Figure 1. M3 wires (run 1).
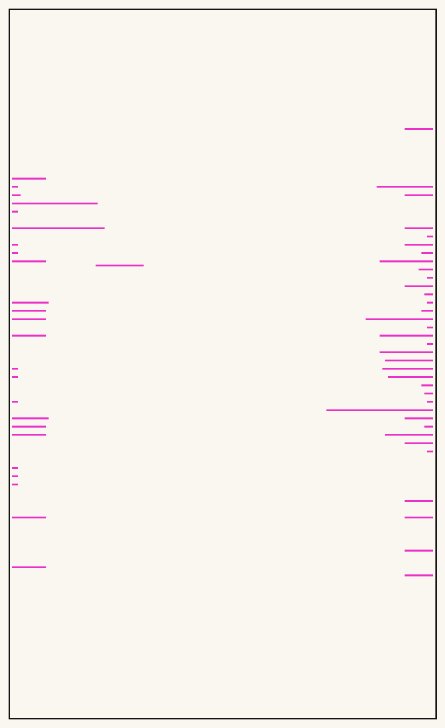
Figure 2. The metal 2 layer (run 1).
The bar under the picture is 20 um long.
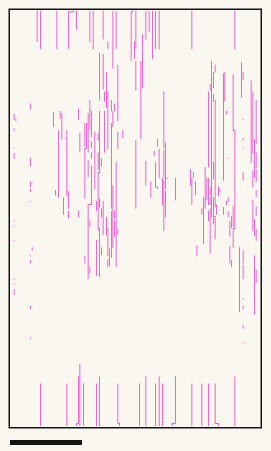
Figure 3. Routed metal, one color a layer (run 1).
The bar under the picture is 20 um long. Two of the layers only.
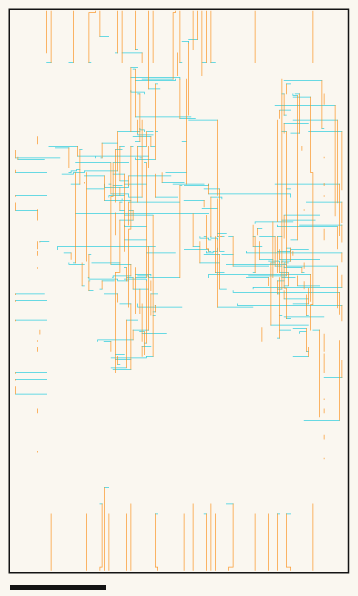
--- config.mk ---
export PLATFORM = sky130hd
export DESIGN_NAME = pipe_sequencer_flat
export DESIGN_NICKNAME = d
export VERILOG_FILES = /design/src/rtl/pipe_ctrl_pkg.sv /design/src/rtl/pipe_sequencer_if.sv /design/src/rtl/load_use_detect.sv /design/src/rtl/pipe_sequencer.sv /design/src/flat_wrapper.sv
export SDC_FILE = /design/constraint.sdc
export NUM_CORES = 1
export LEC_CHECK = 0
export CELL_PAD_IN_SITES_DETAIL_PLACEMENT = 1
export CELL_PAD_IN_SITES_GLOBAL_PLACEMENT = 2
export CORE_ASPECT_RATIO = 1.75
export CORE_MARGIN = 4
export CORE_UTILIZATION = 16
export DETAILED_ROUTE_END_ITERATION = 7
export PLACE_DENSITY_LB_ADDON = 0.2
export RECOVER_POWER = 50
export SETUP_SLACK_MARGIN = 0.05
export SLEW_MARGIN = 20
export SYNTH_ARGS = -nofsm -noshare
export SYNTH_HDL_FRONTEND = slang
export SYNTH_HIERARCHICAL = 1
export SYNTH_SLANG_ARGS = --single-unit
export TNS_END_PERCENT = 1
--- constraint.sdc ---
create_clock -name clk -period 4.5 [get_ports clk]
set_clock_uncertainty 0.2 [all_clocks]
set_input_delay 0.9 -clock clk [delete_from_list [all_inputs] [get_ports clk]]
set_output_delay 0.9 -clock clk [all_outputs]
set_load 0.03 [all_outputs]
--- src/rtl/pipe_ctrl_pkg.sv ---
// Shared types and constants for the pipeline sequencer: state encoding,
// the bundle of pipeline-register controls and its canned values.
package pipe_ctrl_pkg;

  typedef enum logic [1:0] {
    RUN     = 2'd0,
    LDSTALL = 2'd1,
    MWAIT   = 2'd2
  } seq_state_e;

  localparam logic [4:0] REG_ZERO        = 5'd0;
  localparam int         MEM_TIMEOUT_DEF = 16;

  typedef struct packed {
    logic pc_en;
    logic ifid_en;
    logic ifid_flush;
    logic idex_en;
    logic idex_flush;
    logic exmem_en;
    logic memwb_bubble;
  } pipe_ctl_t;

  localparam pipe_ctl_t CTL_RUN    = pipe_ctl_t'(7'b1101010);
  localparam pipe_ctl_t CTL_FREEZE = pipe_ctl_t'(7'b0000001);
  localparam pipe_ctl_t CTL_ABORT  = pipe_ctl_t'(7'b0000011);
  localparam pipe_ctl_t CTL_RESET  = pipe_ctl_t'(7'b0010101);

endpackage

--- src/rtl/pipe_sequencer_if.sv ---
// Decoder/hazard inputs, data-memory handshake and pipeline-control outputs
// of the sequencer. master = surrounding pipeline, slave = pipe_sequencer.
interface pipe_sequencer_if #(
  parameter int CNT_W = 32
);
  logic [4:0]       id_rs;
  logic [4:0]       id_rt;
  logic             id_uses_rt;
  logic             id_jump;
  logic             ex_memread;
  logic [4:0]       ex_rt;
  logic             ex_taken;
  logic             mem_req;
  logic             mem_ready;
  logic             pc_en;
  logic             ifid_en;
  logic             ifid_flush;
  logic             idex_en;
  logic             idex_flush;
  logic             exmem_en;
  logic             memwb_bubble;
  logic             mem_timeout;
  logic [1:0]       state_o;
  logic [CNT_W-1:0] stall_cnt;
  logic [CNT_W-1:0] flush_cnt;

  modport master (
    output id_rs, id_rt, id_uses_rt, id_jump, ex_memread, ex_rt, ex_taken,
           mem_req, mem_ready,
    input  pc_en, ifid_en, ifid_flush, idex_en, idex_flush, exmem_en,
           memwb_bubble, mem_timeout, state_o, stall_cnt, flush_cnt
  );

  modport slave (
    input  id_rs, id_rt, id_uses_rt, id_jump, ex_memread, ex_rt, ex_taken,
           mem_req, mem_ready,
    output pc_en, ifid_en, ifid_flush, idex_en, idex_flush, exmem_en,
           memwb_bubble, mem_timeout, state_o, stall_cnt, flush_cnt
  );
endinterface

--- src/rtl/load_use_detect.sv ---
// Flags a load in EX whose destination is read by the instruction in ID.
// $zero is never a real dependency.
module load_use_detect
  import pipe_ctrl_pkg::*;
(
  input  logic [4:0] id_rs,
  input  logic [4:0] id_rt,
  input  logic       id_uses_rt,
  input  logic       ex_memread,
  input  logic [4:0] ex_rt,
  output logic       load_use
);

  assign load_use = ex_memread && (ex_rt != REG_ZERO) &&
                    ((ex_rt == id_rs) || (id_uses_rt && (ex_rt == id_rt)));

endmodule

--- src/rtl/pipe_sequencer.sv ---
// Stall/flush/bubble sequencer for the 5-stage pipeline with data-memory
// wait handling and timeout. Define STALL_CNT_EN for stall/flush counters.
module pipe_sequencer
  import pipe_ctrl_pkg::*;
#(
  parameter int MEM_TIMEOUT = MEM_TIMEOUT_DEF,
  parameter int CNT_W       = 32
) (
  input logic              clk,
  input logic              rst,
  pipe_sequencer_if.slave  bus
);

  localparam int               WAIT_W   = $clog2(MEM_TIMEOUT + 1);
  localparam logic [WAIT_W-1:0] WAIT_MAX = WAIT_W'(MEM_TIMEOUT);
  localparam logic [WAIT_W-1:0] WAIT_ONE = WAIT_W'(1);

  seq_state_e        state_q, state_d;
  logic [WAIT_W-1:0] wait_q, wait_d;
  logic              timeout_q, timeout_d;
  logic              load_use;
  logic              flush_evt;
  pipe_ctl_t         ctl;

  load_use_detect u_load_use_detect (
    .id_rs      (bus.id_rs),
    .id_rt      (bus.id_rt),
    .id_uses_rt (bus.id_uses_rt),
    .ex_memread (bus.ex_memread),
    .ex_rt      (bus.ex_rt),
    .load_use   (load_use)
  );

  // NOTE: sequential state uses non-blocking assignments only, so every flop
  // samples the pre-edge value of every other flop.
  always_ff @(posedge clk) begin
    if (rst) begin
      state_q   <= RUN;
      wait_q    <= '0;
      timeout_q <= 1'b0;
    end else begin
      state_q   <= state_d;
      wait_q    <= wait_d;
      timeout_q <= timeout_d;
    end
  end

  // NOTE: every signal written here gets a default first; a missed branch
  // would otherwise infer a latch.
  always_comb begin
    state_d   = state_q;
    wait_d    = wait_q;
    timeout_d = timeout_q;
    ctl       = CTL_RUN;
    flush_evt = 1'b0;
    if (rst) begin
      ctl = CTL_RESET;
    end else begin
      case (state_q)
        MWAIT: begin
          if (bus.mem_ready) begin
            state_d = RUN;
            wait_d  = '0;
          end else if (wait_q == WAIT_MAX) begin
            // Give up on the access: push the stuck op out, bubble into WB.
            ctl       = CTL_ABORT;
            timeout_d = 1'b1;
            state_d   = RUN;
            wait_d    = '0;
          end else begin
            ctl    = CTL_FREEZE;
            wait_d = wait_q + WAIT_ONE;
          end
        end
        default: begin
          state_d = RUN;
          if (bus.mem_req && !bus.mem_ready) begin
            ctl     = CTL_FREEZE;
            state_d = MWAIT;
            wait_d  = WAIT_ONE;
          end else if (bus.ex_taken) begin
            ctl.ifid_flush = 1'b1;
            ctl.idex_flush = 1'b1;
            flush_evt      = 1'b1;
          end else if (load_use && (state_q == RUN)) begin
            // The load has already moved on by the LDSTALL cycle.
            ctl.pc_en      = 1'b0;
            ctl.ifid_en    = 1'b0;
            ctl.idex_flush = 1'b1;
            state_d        = LDSTALL;
          end else if (bus.id_jump) begin
            ctl.ifid_flush = 1'b1;
            flush_evt      = 1'b1;
          end
        end
      endcase
    end
  end

  assign bus.pc_en        = ctl.pc_en;
  assign bus.ifid_en      = ctl.ifid_en;
  assign bus.ifid_flush   = ctl.ifid_flush;
  assign bus.idex_en      = ctl.idex_en;
  assign bus.idex_flush   = ctl.idex_flush;
  assign bus.exmem_en     = ctl.exmem_en;
  assign bus.memwb_bubble = ctl.memwb_bubble;
  assign bus.mem_timeout  = timeout_q;
  assign bus.state_o      = state_q;

`ifdef STALL_CNT_EN
  logic [CNT_W-1:0] stall_cnt_q, stall_cnt_d;
  logic [CNT_W-1:0] flush_cnt_q, flush_cnt_d;

  always_ff @(posedge clk) begin
    if (rst) begin
      stall_cnt_q <= '0;
      flush_cnt_q <= '0;
    end else begin
      stall_cnt_q <= stall_cnt_d;
      flush_cnt_q <= flush_cnt_d;
    end
  end

  // Saturating: a wrapped counter would silently under-report.
  always_comb begin
    stall_cnt_d = stall_cnt_q;
    flush_cnt_d = flush_cnt_q;
    if (!ctl.pc_en && (stall_cnt_q != '1)) stall_cnt_d = stall_cnt_q + CNT_W'(1);
    if (flush_evt && (flush_cnt_q != '1))  flush_cnt_d = flush_cnt_q + CNT_W'(1);
  end

  assign bus.stall_cnt = stall_cnt_q;
  assign bus.flush_cnt = flush_cnt_q;
`else
  logic unused_flush_evt;
  assign unused_flush_evt = flush_evt;
  assign bus.stall_cnt    = '0;
  assign bus.flush_cnt    = '0;
`endif

endmodule
--- src/flat_wrapper.sv ---
// flat-port wrapper written by rule: the top's interface ports become plain ports
module pipe_sequencer_flat import pipe_ctrl_pkg::*;
#(
  parameter int MEM_TIMEOUT = MEM_TIMEOUT_DEF,
  parameter int CNT_W       = 32
)
  (clk, rst, bus_id_rs, bus_id_rt, bus_id_uses_rt, bus_id_jump, bus_ex_memread, bus_ex_rt, bus_ex_taken, bus_mem_req, bus_mem_ready, bus_pc_en, bus_ifid_en, bus_ifid_flush, bus_idex_en, bus_idex_flush, bus_exmem_en, bus_memwb_bubble, bus_mem_timeout, bus_state_o, bus_stall_cnt, bus_flush_cnt);
  pipe_sequencer_if #(.CNT_W(CNT_W)) bus_i ();
  input logic clk;
  input logic rst;
  input wire logic [$bits(bus_i.id_rs)-1:0] bus_id_rs;
  input wire logic [$bits(bus_i.id_rt)-1:0] bus_id_rt;
  input wire logic [$bits(bus_i.id_uses_rt)-1:0] bus_id_uses_rt;
  input wire logic [$bits(bus_i.id_jump)-1:0] bus_id_jump;
  input wire logic [$bits(bus_i.ex_memread)-1:0] bus_ex_memread;
  input wire logic [$bits(bus_i.ex_rt)-1:0] bus_ex_rt;
  input wire logic [$bits(bus_i.ex_taken)-1:0] bus_ex_taken;
  input wire logic [$bits(bus_i.mem_req)-1:0] bus_mem_req;
  input wire logic [$bits(bus_i.mem_ready)-1:0] bus_mem_ready;
  output wire logic [$bits(bus_i.pc_en)-1:0] bus_pc_en;
  output wire logic [$bits(bus_i.ifid_en)-1:0] bus_ifid_en;
  output wire logic [$bits(bus_i.ifid_flush)-1:0] bus_ifid_flush;
  output wire logic [$bits(bus_i.idex_en)-1:0] bus_idex_en;
  output wire logic [$bits(bus_i.idex_flush)-1:0] bus_idex_flush;
  output wire logic [$bits(bus_i.exmem_en)-1:0] bus_exmem_en;
  output wire logic [$bits(bus_i.memwb_bubble)-1:0] bus_memwb_bubble;
  output wire logic [$bits(bus_i.mem_timeout)-1:0] bus_mem_timeout;
  output wire logic [$bits(bus_i.state_o)-1:0] bus_state_o;
  output wire logic [$bits(bus_i.stall_cnt)-1:0] bus_stall_cnt;
  output wire logic [$bits(bus_i.flush_cnt)-1:0] bus_flush_cnt;
  assign bus_i.id_rs = bus_id_rs;
  assign bus_i.id_rt = bus_id_rt;
  assign bus_i.id_uses_rt = bus_id_uses_rt;
  assign bus_i.id_jump = bus_id_jump;
  assign bus_i.ex_memread = bus_ex_memread;
  assign bus_i.ex_rt = bus_ex_rt;
  assign bus_i.ex_taken = bus_ex_taken;
  assign bus_i.mem_req = bus_mem_req;
  assign bus_i.mem_ready = bus_mem_ready;
  assign bus_pc_en = bus_i.pc_en;
  assign bus_ifid_en = bus_i.ifid_en;
  assign bus_ifid_flush = bus_i.ifid_flush;
  assign bus_idex_en = bus_i.idex_en;
  assign bus_idex_flush = bus_i.idex_flush;
  assign bus_exmem_en = bus_i.exmem_en;
  assign bus_memwb_bubble = bus_i.memwb_bubble;
  assign bus_mem_timeout = bus_i.mem_timeout;
  assign bus_state_o = bus_i.state_o;
  assign bus_stall_cnt = bus_i.stall_cnt;
  assign bus_flush_cnt = bus_i.flush_cnt;
  pipe_sequencer #(.MEM_TIMEOUT(MEM_TIMEOUT), .CNT_W(CNT_W)) u_core (.clk(clk), .rst(rst), .bus(bus_i));
endmodule
==> flow_metrics.env, run 1 <==
# implementation run metrics
export IMPL_first_pass_iters=4
export IMPL_grt_pass1_vias=849
export IMPL_synth_chip_area_mm2=0.00108
export IMPL_grt_max_degree=13
export IMPL_clockBufferDepth=2
export IMPL_gp_congestion=0.822
export IMPL_dp_hpwl_um=2490
export IMPL_die_w_um=70.0
export IMPL_syn2layout_area_growth_pct=22.2
export IMPL_synthCells=138
export IMPL_layout_nets=197
export IMPL_ant_nets=0
export IMPL_crit_chain="clkdlybuf4s50_1, xor2_1, nor4_2, nand3_1, a21oi_1, nand2_1, nor2_1, nor3_1, dlygate4sd2_1"
export IMPL_fin_tns_setup_ns=0
export IMPL_crit_path_top_delay_cell="clkdlybuf4s50_1"
export IMPL_die_h_um=116
export IMPL_post_drt_wl_per_cell_um=11.2
export IMPL_syn_area_mm2=0.00108
export IMPL_coreArea_mm2=0.00654
export IMPL_power_density_mw_per_mm2=275
export IMPL_criticalPathCategory="input pin to output pin"
export IMPL_hold_viol_final=0
export IMPL_cpLargestDelayFamily="buffers and inverters"
export IMPL_crit_buf_inv=2
export IMPL_power_mw=0.361
export IMPL_layout_top_cell="conb_1"
export IMPL_clock_latency_ns=0.23
export IMPL_ys_cells=138
export IMPL_period_minus_slack_ns=4.10
export IMPL_drt_total_wl_um=2820
export IMPL_grt_usage=0.0650
export IMPL_hp_class="flop to flop"
export IMPL_drv_slew=0
export IMPL_diodes=0
export IMPL_drc=0
export IMPL_vdd_drop_max_v=0.000206
export IMPL_drt_iter0_markers=3
export IMPL_port_buffers=32
export IMPL_cp_max_fo=3
export IMPL_htree_levels=1
export IMPL_grt_antenna_before_repair=0
export IMPL_crit_arrival_ns=3.00
export IMPL_tool_warnings=28
export IMPL_hold_buffers=0
export IMPL_clk_root_buffer_cell="clkbuf_16"
export IMPL_critPathLaunchType="input pin"
export IMPL_yosysWarnings=6
export IMPL_yosysSeqAreaShare=0.149
export IMPL_finalSetupViolations=0
export IMPL_io_pins=97
export IMPL_rows=39
export IMPL_fp_util=0.165
export IMPL_post_route_util=0.201
export IMPL_p_leak_nw=0.599
export IMPL_cts_sinks=8
export IMPL_fmax_ghz=0.244
export IMPL_clk_pin_slew_ns=0.04
export IMPL_globalRouteOverflowTotal=0
export IMPL_drive_gt1_frac=0.0353
export IMPL_vias_per_cell=3.24
export IMPL_synth_cell_types=29
export IMPL_status="finished, final reports clean"
export IMPL_required_ns=3.40
export IMPL_cts_tree="yes"
export IMPL_cts_inserted_buffers=3
export IMPL_dr_total_vias=816
export IMPL_slowest_delay_ns=0.50
export IMPL_final_cell_mix="conb_1, clkdlybuf4s50_1, nor2_1"
export IMPL_syn_mean_instance_area_um2=7.80
export IMPL_end_kind="output pin"
export IMPL_ys_flops=8
export IMPL_grt_pass1_wl_um=4220
export IMPL_drv_cap=0
export IMPL_dieArea_mm2=0.00815
export IMPL_rsz0062_at_grt="false"
export IMPL_hold_slack_ns=0.268
export IMPL_finalCritPeriodShare=0.910
-- Figure 1 (at the start) --
longest straight run	17.2 um
share of all routed wire	9.2%
wire length on this layer	260 um
nets with wire on the layer	59
main direction	horizontal

-- Figure 2 (at the start) --
nets with wire on the layer	186
share of all routed wire	56%
longest straight run	43.5 um
main direction	vertical

-- Figure 3 (at the start) --
layer	color	wire length
met2	orange	1590 um
met1	cyan	955 um

-- run 1: per-stage QoR --
step | setup WS, ns | cells | cell area (um^2)
CTS | 0.0497 | 252 | 1320
finish | 0.403 | 252 | 1320
floorplan | 0.690 | 201 | 1310
global placement | 0.0697 | 249 | 1240
detailed placement | 0.0605 | 249 | 1240
global route | 0.209 | 252 | 1320
-- run 1: logic make-up after synthesis --
kind of cell / after synthesis / synth area share
AND/OR/NAND/NOR: 31 / 0.176
XOR/XNOR: 12 / 0.0977
adder cells (fa/ha/maj): 2 / 0.0233
other: 1 / 0.00349
buffers and inverters: 68 / 0.464
flip-flops: 8 / 0.149
AND-OR/OR-AND: 16 / 0.0872
-- run 1: registers in the layout, indices dropped and copies added (netlist names) --
name,cells
u_core/wait_q,5
u_core/bus.mem_timeout,1
u_core/bus.state_o,2
-- run 1: worst paths after layout --
path / startpoint / slack, ns / cells past startpoint / endpoint
max: bus_ex_rt[0] / 0.40 / 9 / bus_pc_en
min: u_core/bus.mem_timeout$_SDFFE_PP0P_ / 0.27 / 2 / u_core/bus.mem_timeout$_SDFFE_PP0P_
max reg2reg: u_core/wait_q[0]$_SDFFE_PP0P_ / 2.80 / 6 / u_core/wait_q[3]$_SDFFE_PP0P_
min reg2reg: u_core/bus.mem_timeout$_SDFFE_PP0P_ / 0.27 / 2 / u_core/bus.mem_timeout$_SDFFE_PP0P_
-- run 1: worst register-to-register path, cell delays in order (launching register included) --
cell      delay, ns
dfxtp_1        0.34
inv_1          0.07
ha_1           0.13
nor4bb_2       0.39
nor3_1         0.08
o21bai_1       0.28
nor2_1         0.09
-- run 1: timing repair --
item	in CTS	in global routing
hold endpoints to repair	0	0
buffers inserted	0	0
endpoints found under the setup margin	2	3
resized	1	3
-- run 1: cell type report --
cell class / count / area, um^2
fillers: 828 / 5220
multi-input cells: 125 / 643
repair buffers: 32 / 327
flip-flops and latches: 8 / 160
well taps: 82 / 103
clock buffers: 3 / 75.1
inverters: 2 / 7.51
-- run 1: where the power goes --
part	internal (mW)	switching (mW)
clock network	0.114	0.0336
logic	0.0346	0.104
registers	0.0726	0.00152
-- run 1: layer usage --
layer,vias to the layer above,routed length (um),GRT usage
met2,59,1590,0.130
met5,-,0,0
met1,369,955,0.0638
met4,0,10,0.0153
met3,2,259,0.0207
li1,386,-,-
-- run 1: Yosys cell counts --
cell type	n	area, um^2
clkbuf_1	1	3.75
and2b_4	1	10.0
dfxtp_1	8	160
nor4b_1	1	8.76
nand2b_1	1	6.26
nand3_1	3	15.0
or2_1	2	12.5
o21ai_1	1	5.00
nor4_1	1	6.26
o21ai_0	3	15.0
nor4_2	1	12.5
nor3_1	3	15.0
nor2_1	10	37.5
inv_1	2	7.51
ha_1	2	25.0
nor2b_4	1	13.8
xnor2_1	3	26.3
a21oi_1	7	35.0
o21bai_1	3	22.5
or4_1	2	15.0
o2111ai_1	1	8.76
nand2_1	2	7.51
conb_1	1	3.75
nor4bb_2	1	16.3
buf_4	65	488
a22oi_1	1	7.51
or3_1	1	6.26
xor2_1	9	78.8
nor2_2	1	6.26
Figure 4. Clock routing (run 1).
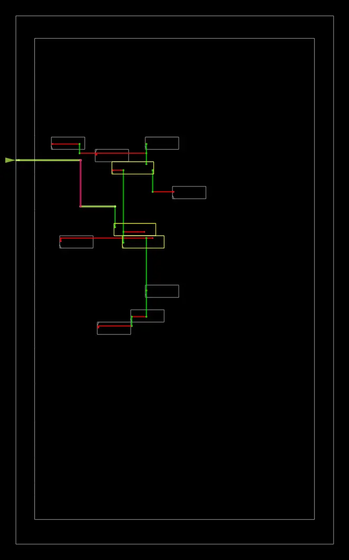

==> run 1 -> run 2 <==
- CORE_MARGIN: 4 -> unset
- SYNTH_HIERARCHICAL: 1 -> unset
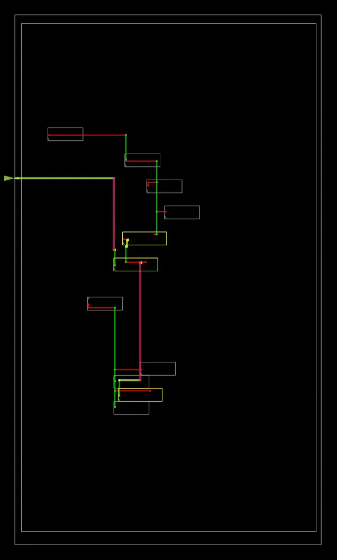
Figure 5: run 2, clock routing.
Seq cells: 8
Sink Count: 8
TritonCTS Buffers: 3

==> flow_metrics.env, run 2 <==
# implementation run metrics
export IMPL_status="finished, final reports clean"
export IMPL_rsz0062_at_grt="false"
export IMPL_grt_usage=0.0784
export IMPL_top_register="u_core.wait_q"
export IMPL_async_reset_ff_frac=0
export IMPL_dieArea_mm2=0.00709
export IMPL_logic_family="buffers and inverters"
export IMPL_vdd_drop_max_v=0.0000936
export IMPL_synthMuxAreaShare=0
export IMPL_required_ns=3.40
export IMPL_ys_flops=8
export IMPL_clk_pin_slew_ns=0.04
export IMPL_synthFlopType="dfxtp_1"
export IMPL_yosys_top_cells_count="buf_4, nor2_1, xnor2_1"
export IMPL_yosysSeqAreaShare=0.148
export IMPL_grt_pass1_wl_um=4210
export IMPL_dp_cells=253
export IMPL_tool_warnings=27
export IMPL_layout_nets=201
export IMPL_layout_top_cell="conb_1"
export IMPL_io_pins=97
export IMPL_diodes=0
export IMPL_syn_mean_instance_area_um2=7.76
export IMPL_crit_path_top_delay_cell="clkdlybuf4s50_1"
export IMPL_first_pass_iters=4
export IMPL_finalCritPeriodShare=0.939
export IMPL_most_common_cell="buf_4"
export IMPL_grt_pass1_vias=871
export IMPL_coreArea_mm2=0.00654
export IMPL_topRoutingLayerUsed="met4"
export IMPL_gp_congestion=0.696
export IMPL_die_w_um=64.1
export IMPL_combGateArea_um2=652
export IMPL_crit_arrival_ns=3.13
export IMPL_drc=0
export IMPL_p_clk_frac=0.405
export IMPL_power_density_mw_per_mm2=275
export IMPL_p_leak_nw=0.601
export IMPL_ys_sh_aoi=0.103
export IMPL_synth_top_cell_area_share=0.452
export IMPL_hold_viol_final=0
export IMPL_slowest_delay_ns=0.60
export IMPL_fin_tns_setup_ns=0
export IMPL_power_mw=0.368
export IMPL_period_minus_slack_ns=4.23
export IMPL_ys_cells=139
export IMPL_drt_iter0_markers=6
export IMPL_stdcell_area_mm2=0.00134
export IMPL_p_int_mw=0.226
export IMPL_drt_met1_wl_um=871
export IMPL_clock_latency_ns=0.23
export IMPL_hold_buffers=0
export IMPL_largest_register_ffs=5
export IMPL_post_cts_resized=0
export IMPL_criticalPathCategory="input pin to output pin"
export IMPL_switching_power_mw=0.142
export IMPL_ys_sh_simple=0.150
export IMPL_synth_chip_area_mm2=0.00108
export IMPL_nFillCells=823
export IMPL_drive_gt1_frac=0.0517
export IMPL_synthXorXnorAreaFrac=0.106
export IMPL_end_kind="output pin"
export IMPL_hold_slack_ns=0.279
export IMPL_grt_antenna_before_repair=0
export IMPL_seq_power_share=0.201
export IMPL_crit_chain="clkdlybuf4s50_1, or4_4, o211ai_2, nor3_1, a221o_1, clkdlybuf4s50_1"
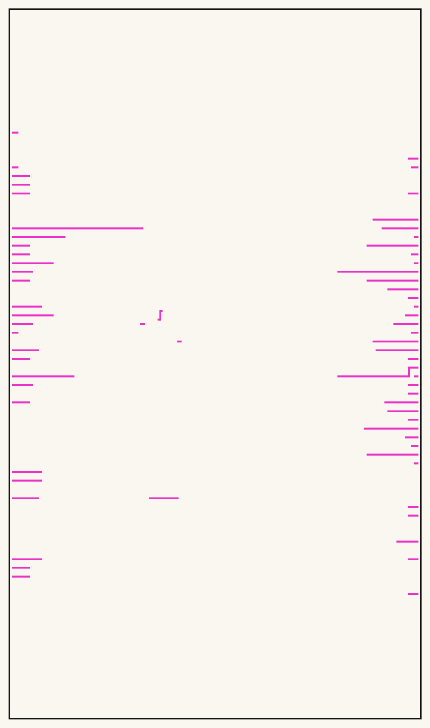
Figure 6: run 2, M3 wires.
total routed wirelength: 2770 um
vias: 846
GR Util met3: 0.0134

run 2: routing by layer:
layer,global-route usage,vias to the layer above
met1,0.0652,378
met4,0.0364,0
met5,0,-
li1,-,396
met2,0.165,68
met3,0.0134,4
run 2: logic make-up after synthesis:
kind of cell | after synthesis
other | 1
flip-flops | 8
adder cells (fa/ha/maj) | 2
buffers and inverters | 69
XOR/XNOR | 13
AND-OR/OR-AND | 16
AND/OR/NAND/NOR | 30
run 2: worst max-delay path, delay by kind of cell:
kind                   cells  cell delay (ns)
and+or+nand+nor            2             0.63
buffers and inverters      2             1.07
AOI/OAI and AO/OA          2             0.53
run 2: area by class of cell:
type                            count  area share
Sequential cell                     8       0.120
Inverter                            3     0.00840
Clock buffer                        3      0.0560
Tap cell                           82      0.0766
Timing Repair Buffer               35       0.253
Multi-Input combinational cell    125       0.486
run 2: power groups by stage:
stage | Clock, mW | Sequential [mW] | Combinational (mW)
floorplan | 0 | 0.0757 | 0.147
detailed placement | 0 | 0.0753 | 0.145
finish | 0.149 | 0.0741 | 0.145
CTS | 0.153 | 0.0742 | 0.146
global placement | 0 | 0.0753 | 0.145
global route | 0.156 | 0.0745 | 0.154
run 2: worst paths after layout:
path	slack (ns)	end	cells after the start	from
max	0.27	bus_idex_flush	6	bus_ex_rt[1]
min	0.28	u_core.bus.mem_timeout$_SDFFE_PP0P_	2	u_core.bus.mem_timeout$_SDFFE_PP0P_
min reg2reg	0.28	u_core.bus.mem_timeout$_SDFFE_PP0P_	2	u_core.bus.mem_timeout$_SDFFE_PP0P_
max reg2reg	2.66	u_core.wait_q[0]$_SDFFE_PP0P_	7	u_core.wait_q[0]$_SDFFE_PP0P_
Figure 7. Floorplan with the power grid (run 2).
The bar under the picture is 20 um long. Pins as bars on the die edge.
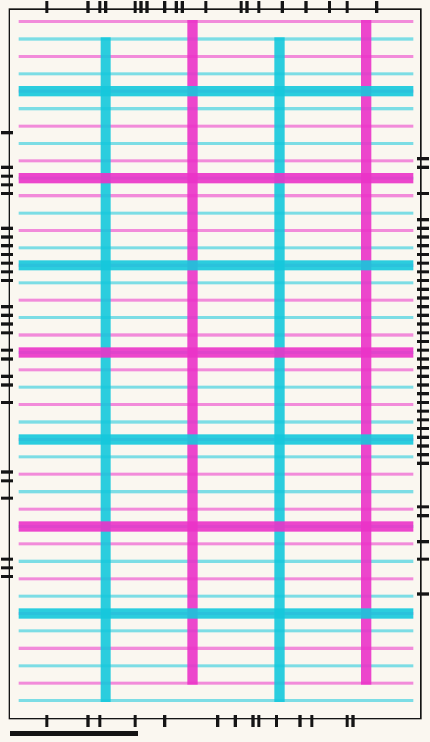

==> run 2 -> run 3 <==
- CELL_PAD_IN_SITES_DETAIL_PLACEMENT: 1 -> unset
- CELL_PAD_IN_SITES_GLOBAL_PLACEMENT: 2 -> unset
- CORE_UTILIZATION: 16 -> 34
- REMOVE_ABC_BUFFERS: unset -> 1
- SLEW_MARGIN: 20 -> 10
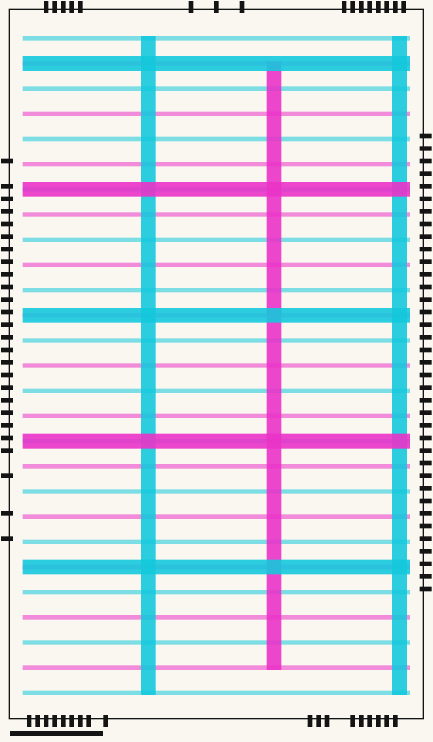
Figure 8: run 3, floorplan with the power grid.
The bar under the picture is 10 um long. Pins as bars on the die edge.
net	color
VSS	cyan
VDD	magenta
met1 rails	27
met5 straps	5
rows	26
signal pins	97
met4 straps	3

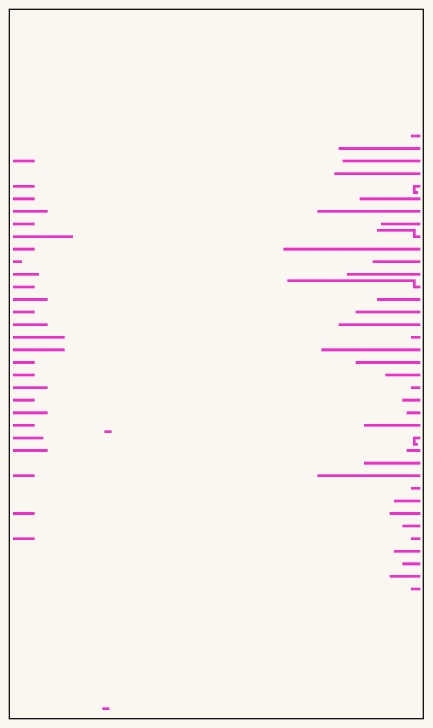
Figure 9: run 3, M3 wires.
GR Util met3: 0.0166
vias: 796
total routed wirelength: 1970 um

==> flow_metrics.env, run 3 <==
# implementation run metrics
export IMPL_required_ns=3.40
export IMPL_grt_pass1_wl_um=2680
export IMPL_logic_family="buffers and inverters"
export IMPL_stdcell_area_mm2=0.00124
export IMPL_seq_power_share=0.247
export IMPL_die_w_um=44.6
export IMPL_rows=26
export IMPL_yosys_top_cells_count="buf_4, nor2_1, xnor2_1"
export IMPL_clock_latency_ns=0.23
export IMPL_hold_buffers=0
export IMPL_most_common_cell="buf_4"
export IMPL_crit_chain="clkdlybuf4s50_1, or4_4, o211ai_2, nor2_1, a21oi_1, clkdlybuf4s50_1"
export IMPL_topCellsByArea="buf_4, dfxtp_1, xnor2_1"
export IMPL_clockBufferDepth=2
export IMPL_diodes=0
export IMPL_globalRouteOverflowTotal=0
export IMPL_grt_max_degree=12
export IMPL_p_int_mw=0.168
export IMPL_fin_tns_setup_ns=0
export IMPL_drv_slew=0
export IMPL_synth_top_cell_area_share=0.452
export IMPL_reg2regPathDepth=6
export IMPL_rrSetupSlack_ns=2.58
export IMPL_synthMuxAreaShare=0
export IMPL_synthCells=139
export IMPL_grt_usage=0.106
export IMPL_drive_gt1_frac=0.0409
export IMPL_grt_antenna_before_repair=0
export IMPL_vdd_drop_max_v=0.000175
export IMPL_postPlaceCellArea_mm2=0.00120
export IMPL_drv_cap=0
export IMPL_top_register="u_core.wait_q"
export IMPL_slowest_delay_ns=0.70
export IMPL_p_comb_frac=0.470
export IMPL_status="finished, final reports clean"
export IMPL_p_leak_nw=0.577
export IMPL_p_clk_frac=0.283
export IMPL_rsz0062_at_grt="false"
export IMPL_finalCritPeriodShare=0.937
export IMPL_reg2reg_from="u_core.wait_q[0]$_SDFFE_PP0P_"
export IMPL_largest_register_ffs=5
export IMPL_crit_path_top_delay_cell="clkdlybuf4s50_1"
export IMPL_ant_nets=0
export IMPL_ys_sh_aoi=0.103
export IMPL_synthFlopType="dfxtp_1"
export IMPL_synth_chip_area_mm2=0.00108
export IMPL_layout_nets=198
export IMPL_crit_arrival_ns=3.12
export IMPL_die_h_um=76.5
export IMPL_tool_warnings=26
export IMPL_synth_cell_types=31
export IMPL_cts_tree="yes"
export IMPL_grt_pass1_vias=653
export IMPL_first_pass_iters=3
export IMPL_gp_congestion=0.748
export IMPL_clk_root_buffer_cell="clkbuf_8"
export IMPL_hp_class="flop to flop"
export IMPL_syn_area_mm2=0.00108
export IMPL_final_cell_mix="conb_1, clkdlybuf4s50_1, nor2_1"
export IMPL_vias_per_cell=3.74
export IMPL_hold_depth=2
export IMPL_cts_sinks=8
export IMPL_syn_mean_instance_area_um2=7.76
export IMPL_async_reset_ff_frac=0
export IMPL_post_cts_resized=0
export IMPL_switching_share=0.439
export IMPL_switching_power_mw=0.131
export IMPL_post_route_util=0.418
export IMPL_hold_viol_final=0
export IMPL_hold_path_end="u_core.bus.mem_timeout$_SDFFE_PP0P_"
export IMPL_post_cts_setup_buffers=0
export IMPL_ys_sh_simple=0.150
export IMPL_clk_pin_slew_ns=0.04
export IMPL_drc=0
export IMPL_yosysSeqAreaShare=0.148
export IMPL_critPathLaunchType="input pin"
export IMPL_edf_count=0
export IMPL_end_kind="output pin"
export IMPL_port_buffers=32
export IMPL_syn2layout_area_growth_pct=14.7
-- run 3: power groups by stage --
stage	sequential, mW	clock, mW	combinational [mW]
2_1_floorplan	0.0757	0	0.102
3_3_place_gp	0.0750	0	0.140
3_5_place_dp	0.0751	0	0.140
4_1_cts	0.0739	0.0894	0.141
5_1_grt	0.0740	0.0925	0.149
6_report	0.0739	0.0848	0.141
-- run 3: how the worst max path moves through the flow --
stage	startpoint	to	slack, ns	depth (start not counted)
finish	bus_ex_rt[1]	bus_ifid_en	0.28	6
global route	bus_ex_rt[1]	bus_ifid_en	0.17	6
CTS	bus_ex_rt[1]	bus_ifid_en	0.27	6
detailed placement	bus_ex_rt[1]	bus_ifid_en	0.28	6
global placement	bus_ex_rt[1]	bus_idex_flush	0.30	6
floorplan	bus_ex_rt[1]	bus_ifid_en	0.81	4
-- run 3: final cells by class --
class / instances / area (um^2)
sequential: 8 / 160
clock buffer: 3 / 41.3
multi-input combinational: 125 / 652
tap: 42 / 52.6
fill: 319 / 1720
inverter: 3 / 11.3
timing repair buffer: 32 / 320
-- run 3: metal layers --
layer | track usage | share of wire | routed length (um) | up-vias
met5 | 0 | 0 | 0 | -
met4 | 0.0818 | 0.015 | 29 | 0
met3 | 0.0166 | 0.13 | 254 | 2
met2 | 0.191 | 0.51 | 996 | 65
met1 | 0.0981 | 0.35 | 685 | 338
li1 | - | - | - | 391
-- run 3: worst max-delay path, delay by kind of cell --
family,cells,cell delay (ns)
buf+inv,2,1.17
simple gates,2,0.64
compound gates,2,0.39
-- run 3: cell families after synthesis --
family,after synthesis
compound gates,16
xor+xnor,13
fa+ha+maj,2
buf+inv,69
flops,8
other cells,1
simple gates,30
-- run 3: stage by stage --
stage / setup slack, ns / total power [mW]
finish: 0.282 / 0.300
global route: 0.171 / 0.315
CTS: 0.269 / 0.304
detailed placement: 0.277 / 0.216
global placement: 0.303 / 0.215
floorplan: 0.813 / 0.178
Power and IR drop assume default switching activity.
